[config.mk]
export PLATFORM = sky130hd
export DESIGN_NAME = shared_reg_arbiter
export DESIGN_NICKNAME = d
export VERILOG_FILES = /design/src/rtl/shared_reg_arbiter.sv
export SDC_FILE = /design/constraint.sdc
export NUM_CORES = 1
export LEC_CHECK = 0
export CAP_MARGIN = 5
export CORE_UTILIZATION = 52
export CTS_CLUSTER_DIAMETER = 60
export DETAILED_ROUTE_END_ITERATION = 10
export PLACE_DENSITY = 0.8
export SYNTH_ARGS = -nofsm -noshare
export SYNTH_HDL_FRONTEND = slang
export SYNTH_SLANG_ARGS = --single-unit
export TNS_END_PERCENT = 10
[constraint.sdc]
create_clock -name clk -period 2.32 [get_ports clk]
set_input_delay 0.464 -clock clk [delete_from_list [all_inputs] [get_ports clk]]
set_output_delay 0.464 -clock clk [all_outputs]
set_load 0.01 [all_outputs]
[src/rtl/shared_reg_arbiter.sv]
// shared_reg_arbiter
// Round-robin arbiter that gives one requester at a time write access to a
// single shared register. An owner can extend its ownership cycle by cycle
// with lock. A down-counter cuts a lock that runs too long, and that cut is
// flagged on timeout_err.
//
// state      | meaning
// -----------+------------------------------------------------------------
// ST_IDLE    | no owner; arbitrate among req from rr_ptr, wrapping round
// ST_OWNED   | gnt = one-hot(owner); owner's lane written while req[owner]
// ST_RELEASE | gnt low; rr_ptr moves past the owner; timeout_err if cut
// (2'b11)    | unused; behaves as ST_IDLE with every output inactive
module shared_reg_arbiter #(
  parameter  int NUM_REQ = 4,
  parameter  int DATA_W  = 2,
  parameter  int TIMEOUT = 15,
  localparam int OW      = ($clog2(NUM_REQ) > 1) ? $clog2(NUM_REQ) : 1
) (
  input  logic                      clk,
  input  logic                      rst_n,
  input  logic [NUM_REQ-1:0]        req,
  input  logic [NUM_REQ-1:0]        lock,
  input  logic [NUM_REQ*DATA_W-1:0] wr_data,
  output logic [NUM_REQ-1:0]        gnt,
  output logic [DATA_W-1:0]         reg_q,
  output logic [OW-1:0]             owner,
  output logic                      busy,
  output logic                      timeout_err
);

  // Lock-extension budget counter width (holds 0..TIMEOUT)
  localparam int CW = ($clog2(TIMEOUT + 1) > 1) ? $clog2(TIMEOUT + 1) : 1;

  typedef enum logic [1:0] {
    ST_IDLE    = 2'b00,
    ST_OWNED   = 2'b01,
    ST_RELEASE = 2'b10
  } state_t;

  state_t              r_state;
  logic [NUM_REQ-1:0]  r_gnt;
  logic [DATA_W-1:0]   r_reg_q;
  logic [OW-1:0]       r_owner;
  logic [OW-1:0]       r_rr_ptr;
  logic [CW-1:0]       r_lock_left;
  logic                r_timeout_err;

  logic [DATA_W-1:0]   w_lane [NUM_REQ];
  logic                w_any_req;
  logic [OW-1:0]       w_winner;
  logic [NUM_REQ-1:0]  w_win_onehot;
  logic                w_own_req;
  logic                w_own_lock;
  logic [DATA_W-1:0]   w_own_lane;
  logic [OW-1:0]       w_rr_next;

  for (genvar g = 0; g < NUM_REQ; g++) begin : g_lane
    assign w_lane[g] = wr_data[g*DATA_W +: DATA_W];
  end

  assign w_own_req    = req[r_owner];
  assign w_own_lock   = lock[r_owner];
  assign w_own_lane   = w_lane[r_owner];
  assign w_win_onehot = NUM_REQ'(1) << w_winner;
  assign w_rr_next    = (r_owner == OW'(NUM_REQ - 1)) ? '0 : r_owner + 1'b1;

  // Round-robin search: first requester at or above rr_ptr, wrapping at NUM_REQ-1
  always_comb begin : p_rr_search
    logic [OW-1:0] w_idx;
    w_any_req = 1'b0;
    w_winner  = '0;
    w_idx     = r_rr_ptr;
    for (int k = 0; k < NUM_REQ; k++) begin
      if (!w_any_req && req[w_idx]) begin
        w_any_req = 1'b1;
        w_winner  = w_idx;
      end
      w_idx = (w_idx == OW'(NUM_REQ - 1)) ? '0 : w_idx + 1'b1;
    end
  end

  // Ownership FSM with registered grant, shared register and timeout flag
  always_ff @(posedge clk or negedge rst_n) begin
    if (!rst_n) begin
      r_state       <= ST_IDLE;
      r_gnt         <= '0;
      r_reg_q       <= '0;
      r_owner       <= '0;
      r_rr_ptr      <= '0;
      r_lock_left   <= '0;
      r_timeout_err <= 1'b0;
    end else begin
      r_timeout_err <= 1'b0;
      case (r_state)
        ST_IDLE: begin
          r_gnt <= '0;
          if (w_any_req) begin
            r_owner     <= w_winner;
            r_lock_left <= CW'(TIMEOUT);
            r_gnt       <= w_win_onehot;
            r_state     <= ST_OWNED;
          end
        end
        ST_OWNED: begin
          if (w_own_req) begin
            r_reg_q <= w_own_lane;
          end
          if (w_own_req && w_own_lock && (r_lock_left != '0)) begin
            r_lock_left <= r_lock_left - 1'b1;
          end else begin
            // A cut with req and lock still high is a forced release
            r_timeout_err <= w_own_req && w_own_lock;
            r_gnt         <= '0;
            r_state       <= ST_RELEASE;
          end
        end
        ST_RELEASE: begin
          r_gnt    <= '0;
          r_rr_ptr <= w_rr_next;
          r_state  <= ST_IDLE;
        end
        default: begin
          r_gnt   <= '0;
          r_state <= ST_IDLE;
        end
      endcase
    end
  end

  // Outputs are gated by state so the unused encoding presents as idle
  assign gnt         = r_gnt & {NUM_REQ{r_state == ST_OWNED}};
  assign reg_q       = r_reg_q;
  assign owner       = r_owner;
  assign busy        = (r_state == ST_OWNED) || (r_state == ST_RELEASE);
  assign timeout_err = r_timeout_err && (r_state == ST_RELEASE);

endmodule
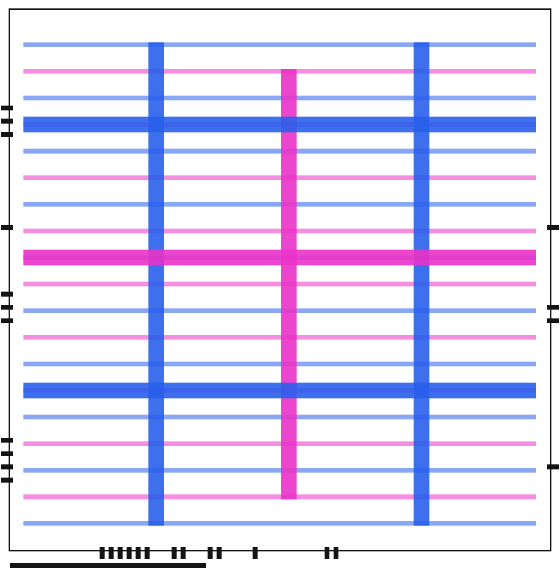
(run_1/floorplan.png)
Scale bar: 20 µm. Pins as bars on the die edge.
blue -> VSS
magenta -> VDD
rows = 18
met4 straps = 3
met5 straps = 3
signal pins = 28

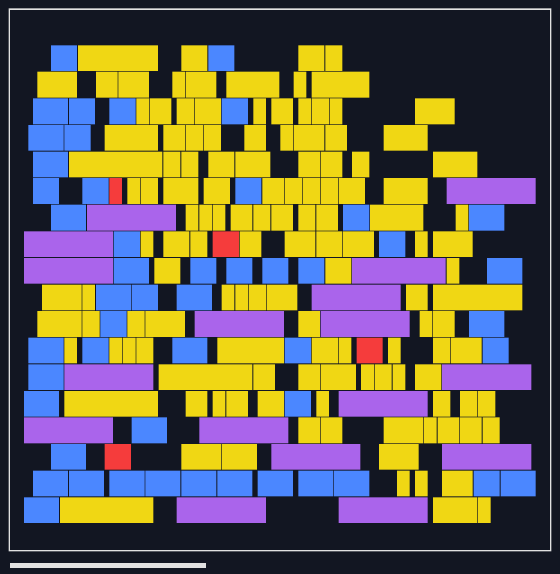
(run_1/class_map.png)
Scale bar: 20 µm.
purple -> registers  # cells 17, share of their area 23%
yellow -> remaining logic cells  # cells 130, share of their area 52%
blue -> remaining buffers and delay cells  # cells 50, share of their area 24%
red -> clock drivers and dummy loads  # cells 4, share of their area 1.4%

==> results.py, run 1 <==
# Synthesis and PnR figures
metrics = {
    "detailed_routing": {
        "ant_nets": 0,
        "via_per_inst": 6.21,
        "post-route-drc-count": 0,
        "drt-total-wl_um": 3840,
    },
    "floorplanning": {
        "placementRows": 18,
        "floorplan.die.width_um": 55.2,
        "core_util_floorplan_pct": 57.4,
        "floorplan.core_area_um2": 2570,
        "well_tap_count": 30,
        "die.size.y_um": 55.2,
    },
    "clock_network": {
        "cts.repair.resized": 2,
        "cts_setup_buffers": 0,
        "cts.reportedPaths.clkPinSlew_ns": 0.10,
    },
    "critical_path": {
        "cp_data_required_time_ns": 1.86,
        "worst_r2r_endpoint": "r_state[0]$_DFFE_PN0P_",
        "worst_setup_path_end_kind": "output pin",
        "critical_path.endpoint": "timeout_err",
        "crit_type": "flop to output pin",
        "worst-r2r-setup-slack_ns": 0.12,
        "timing.critical_path.max_delay_family": "buffers and inverters",
        "critical_path.max_fanout": 4,
    },
    "placement": {
        "portBuffers": 27,
    },
    "cells_and_area": {
        "largest_class": "combinational gates",
        "layoutNonFillerInstCount": 231,
        "nNonClkBuffers": 50,
        "layout_top_cells": "27 x sky130_fd_sc_hd__clkdlybuf4s50_1, 23 x sky130_fd_sc_hd__buf_4, 16 x sky130_fd_sc_hd__dfrtp_1",
        "antenna_cells_inserted": 0,
        "layout.area.comb_um2": 943,
        "lay_top_count": "sky130_fd_sc_hd__clkdlybuf4s50_1",
        "nMultiInputCombCells": 118,
    },
    "power_and_ir_drop": {
        "cellLeakagePower_nw": 0.798,
        "post-layout-total-power_mw": 2.31,
    },
    "grt": {
        "grt_max_degree": 22,
        "grt_first_pass_wirelength_um": 6460,
        "globalRouteTotalUtil_pct": 26.3,
        "vias_in_the_first_global_route": 1433,
        "globalRoute.totalOverflow": 0,
    },
    "synthesis": {
        "syn-num-nets": 184,
        "synth.lib_cells_used.distinct": 46,
    },
    "sta": {
        "worst_clock_skew_ns": 0.00219,
        "final_tally_of_max_slew_violations": 0,
    },
    "run": {
        "max_capacitance_violation_total": 0,
    },
    "run_status": {
        "status": "finished, final reports clean",
    },
}
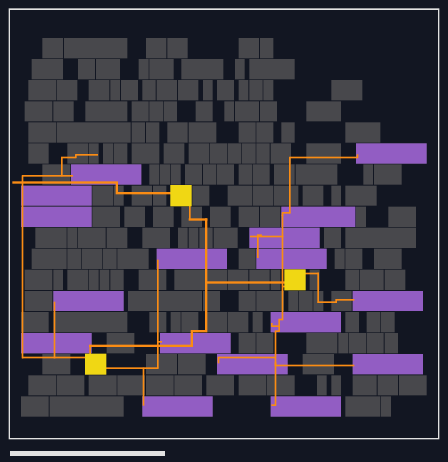
(run_1/clock_wires.png)
Scale bar: 20 µm.
purple -> flip-flops  # count 17
orange -> clock wires  # length 238 µm
yellow -> clock-net drivers  # count 3
routed clock nets = 4

## run 1: layer usage
layer  global-route usage, %  share of wire, %
met5                       0                 0
met3                    5.39               6.6
met1                    33.3                41
met4                    8.57               2.3
met2                    44.8                50
## run 1: registers in the layout, indices dropped and copies added (netlist names)
signal         flops
r_gnt              4
r_lock_left        4
r_rr_ptr           2
r_state            2
owner              2
reg_q              2
r_timeout_err      1
## run 1: power breakdown
group          internal (mW)  switching [mW]  leakage, nW
registers              0.414          0.0953        0.202
clock network         0.0672           0.101       0.0150
logic                  0.799           0.832        0.581
total                   1.28            1.03        0.798
## run 1: stage by stage
stage / TNS, ns / hold slack, ns / setup WS, ns
2_1_floorplan: 0 / 0.168 / 0.284
3_3_place_gp: -0.557 / 0.459 / -0.0923
3_5_place_dp: -1.46 / 0.465 / -0.167
4_1_cts: 0 / 0.483 / 0.0110
5_1_grt: -0.0133 / 0.494 / -0.0133
6_report: 0 / 0.478 / 0.0668
## run 1: Yosys cell counts, types with 3 or more instances
library cell,n
sky130_fd_sc_hd__dfrtp_1,17
sky130_fd_sc_hd__inv_1,12
sky130_fd_sc_hd__nor2_1,11
sky130_fd_sc_hd__o21ai_0,11
sky130_fd_sc_hd__nand2_1,9
sky130_fd_sc_hd__ha_1,8
sky130_fd_sc_hd__mux2_2,8
sky130_fd_sc_hd__a21oi_1,7
sky130_fd_sc_hd__buf_2,6
sky130_fd_sc_hd__nand2b_1,6
sky130_fd_sc_hd__and2_1,5
sky130_fd_sc_hd__mux4_1,4
sky130_fd_sc_hd__o21ai_1,4
sky130_fd_sc_hd__a32o_1,3
sky130_fd_sc_hd__nand2_2,3
sky130_fd_sc_hd__nor3b_1,3
sky130_fd_sc_hd__o31ai_1,3
==> run_1/layers.png <==
Two of the layers only.
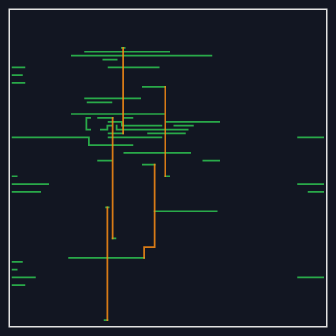

==> inputs of run 2 (changes only) <==
CTS_BUF_LIST = sky130_fd_sc_hd__clkbuf_16   (was default)
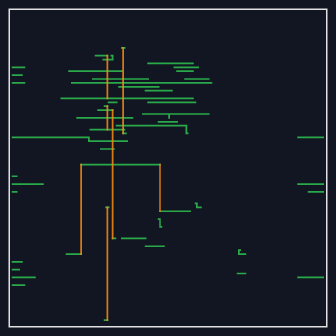
(run_2/layers.png)
Two of the layers only.
green -> M3  # wire length 255 µm
orange -> M4  # wire length 92.5 µm

==> run 2 against run 1 <==
Effect of this change: flip-flop count unchanged; sequential power about the same; final cell count unchanged; setup slack improved by 0.017 ns; worst hold slack got worse by 0.0039 ns; register-to-register slack about the same; fmax increased by 0.77%; core utilization increased by 2.1 points; highest routed layer unchanged.
==> results.py, run 2 <==
# Synthesis and PnR figures
metrics = {
    "cells_and_area": {
        "lay_top_count": "sky130_fd_sc_hd__clkdlybuf4s50_1",
        "layout_top_cells": "27 x sky130_fd_sc_hd__clkdlybuf4s50_1, 23 x sky130_fd_sc_hd__buf_4, 17 x sky130_fd_sc_hd__dfrtp_1",
    },
    "floorplanning": {
        "floorplan.core_area_um2": 2570,
        "die.size.y_um": 55.2,
    },
    "detailed_routing": {
        "route.top_layer_used": "met4",
        "post-route-drc-count": 0,
        "drt-total-wl_um": 3840,
        "met2WireLength_um": 1960,
    },
    "power_and_ir_drop": {
        "cellLeakagePower_nw": 0.829,
    },
    "grt": {
        "globalRouteMet1Util_pct": 32.2,
        "grt_max_degree": 22,
    },
    "sta": {
        "worst_clock_skew_ns": 0.000932,
    },
    "run": {
        "max_capacitance_violation_total": 0,
    },
    "synthesis": {
        "ys_top_cells_by_count": "17 x sky130_fd_sc_hd__dfrtp_1, 12 x sky130_fd_sc_hd__inv_1, 11 x sky130_fd_sc_hd__nor2_1, 11 x sky130_fd_sc_hd__o21ai_0, 9 x sky130_fd_sc_hd__nand2_1",
    },
    "run_status": {
        "status": "finished, final reports clean",
    },
    "placement": {
        "portBuffers": 27,
        "place_ws_ns": -0.167,
    },
    "critical_path": {
        "worst_setup_path_end_kind": "output pin",
        "crit_type": "flop to output pin",
    },
    "clock_network": {
        "cts.reportedPaths.clkPinSlew_ns": 0.05,
    },
}
run 2: worst max-delay path by stage:
stage | endpoint | slack (ns) | depth (start not counted)
6_report | timeout_err | 0.08 | 4
5_1_grt | r_gnt[0]$_DFFE_PN0P_ | 0.01 | 8
4_1_cts | r_gnt[0]$_DFFE_PN0P_ | 0.03 | 6
3_5_place_dp | r_gnt[0]$_DFFE_PN0P_ | -0.17 | 8
3_3_place_gp | r_gnt[3]$_DFFE_PN0P_ | -0.09 | 6
2_1_floorplan | r_lock_left[0]$_DFFE_PN0P_ | 0.28 | 7
run 2: critical path, stage by stage (launching register included):
cell	delay, ns
sky130_fd_sc_hd__dfrtp_1	0.43
sky130_fd_sc_hd__inv_1	0.13
sky130_fd_sc_hd__ha_1	0.28
sky130_fd_sc_hd__and2_1	0.16
sky130_fd_sc_hd__clkdlybuf4s50_1	0.53
run 2: repair_timing:
| action | in CTS | in global routing |
|---|---|---|
| setup endpoints to repair | 4 | 11 |
| buffers inserted | 0 | 0 |
| resized | 1 | 3 |
| hold buffers | 0 | 0 |
run 2: where the power goes:
part,switching [mW],internal [mW],leakage (nW)
sequential,0.0929,0.414,0.204
clock,0.119,0.229,0.0423
combinational,0.832,0.800,0.583
run 2: cell families after synthesis:
logic type	Yosys count
adders and majority gates	8
AOI/OAI and AO/OA	45
DFF	17
and+or+nand+nor	52
buffers and inverters	23
muxes	13
run 2: layout make-up:
class	instances	area, µm²	share of cell area, %
clock buffers	3	75.1	3.80
flip-flops and latches	17	425	21.5
clock inverters	1	3.75	0.190
repair buffers	50	443	22.4
well taps	30	37.5	1.90
multi-input cells	118	947	47.9
inverters	12	45.0	2.28
No activity file was given, so power comes from the tool's default toggle rates.
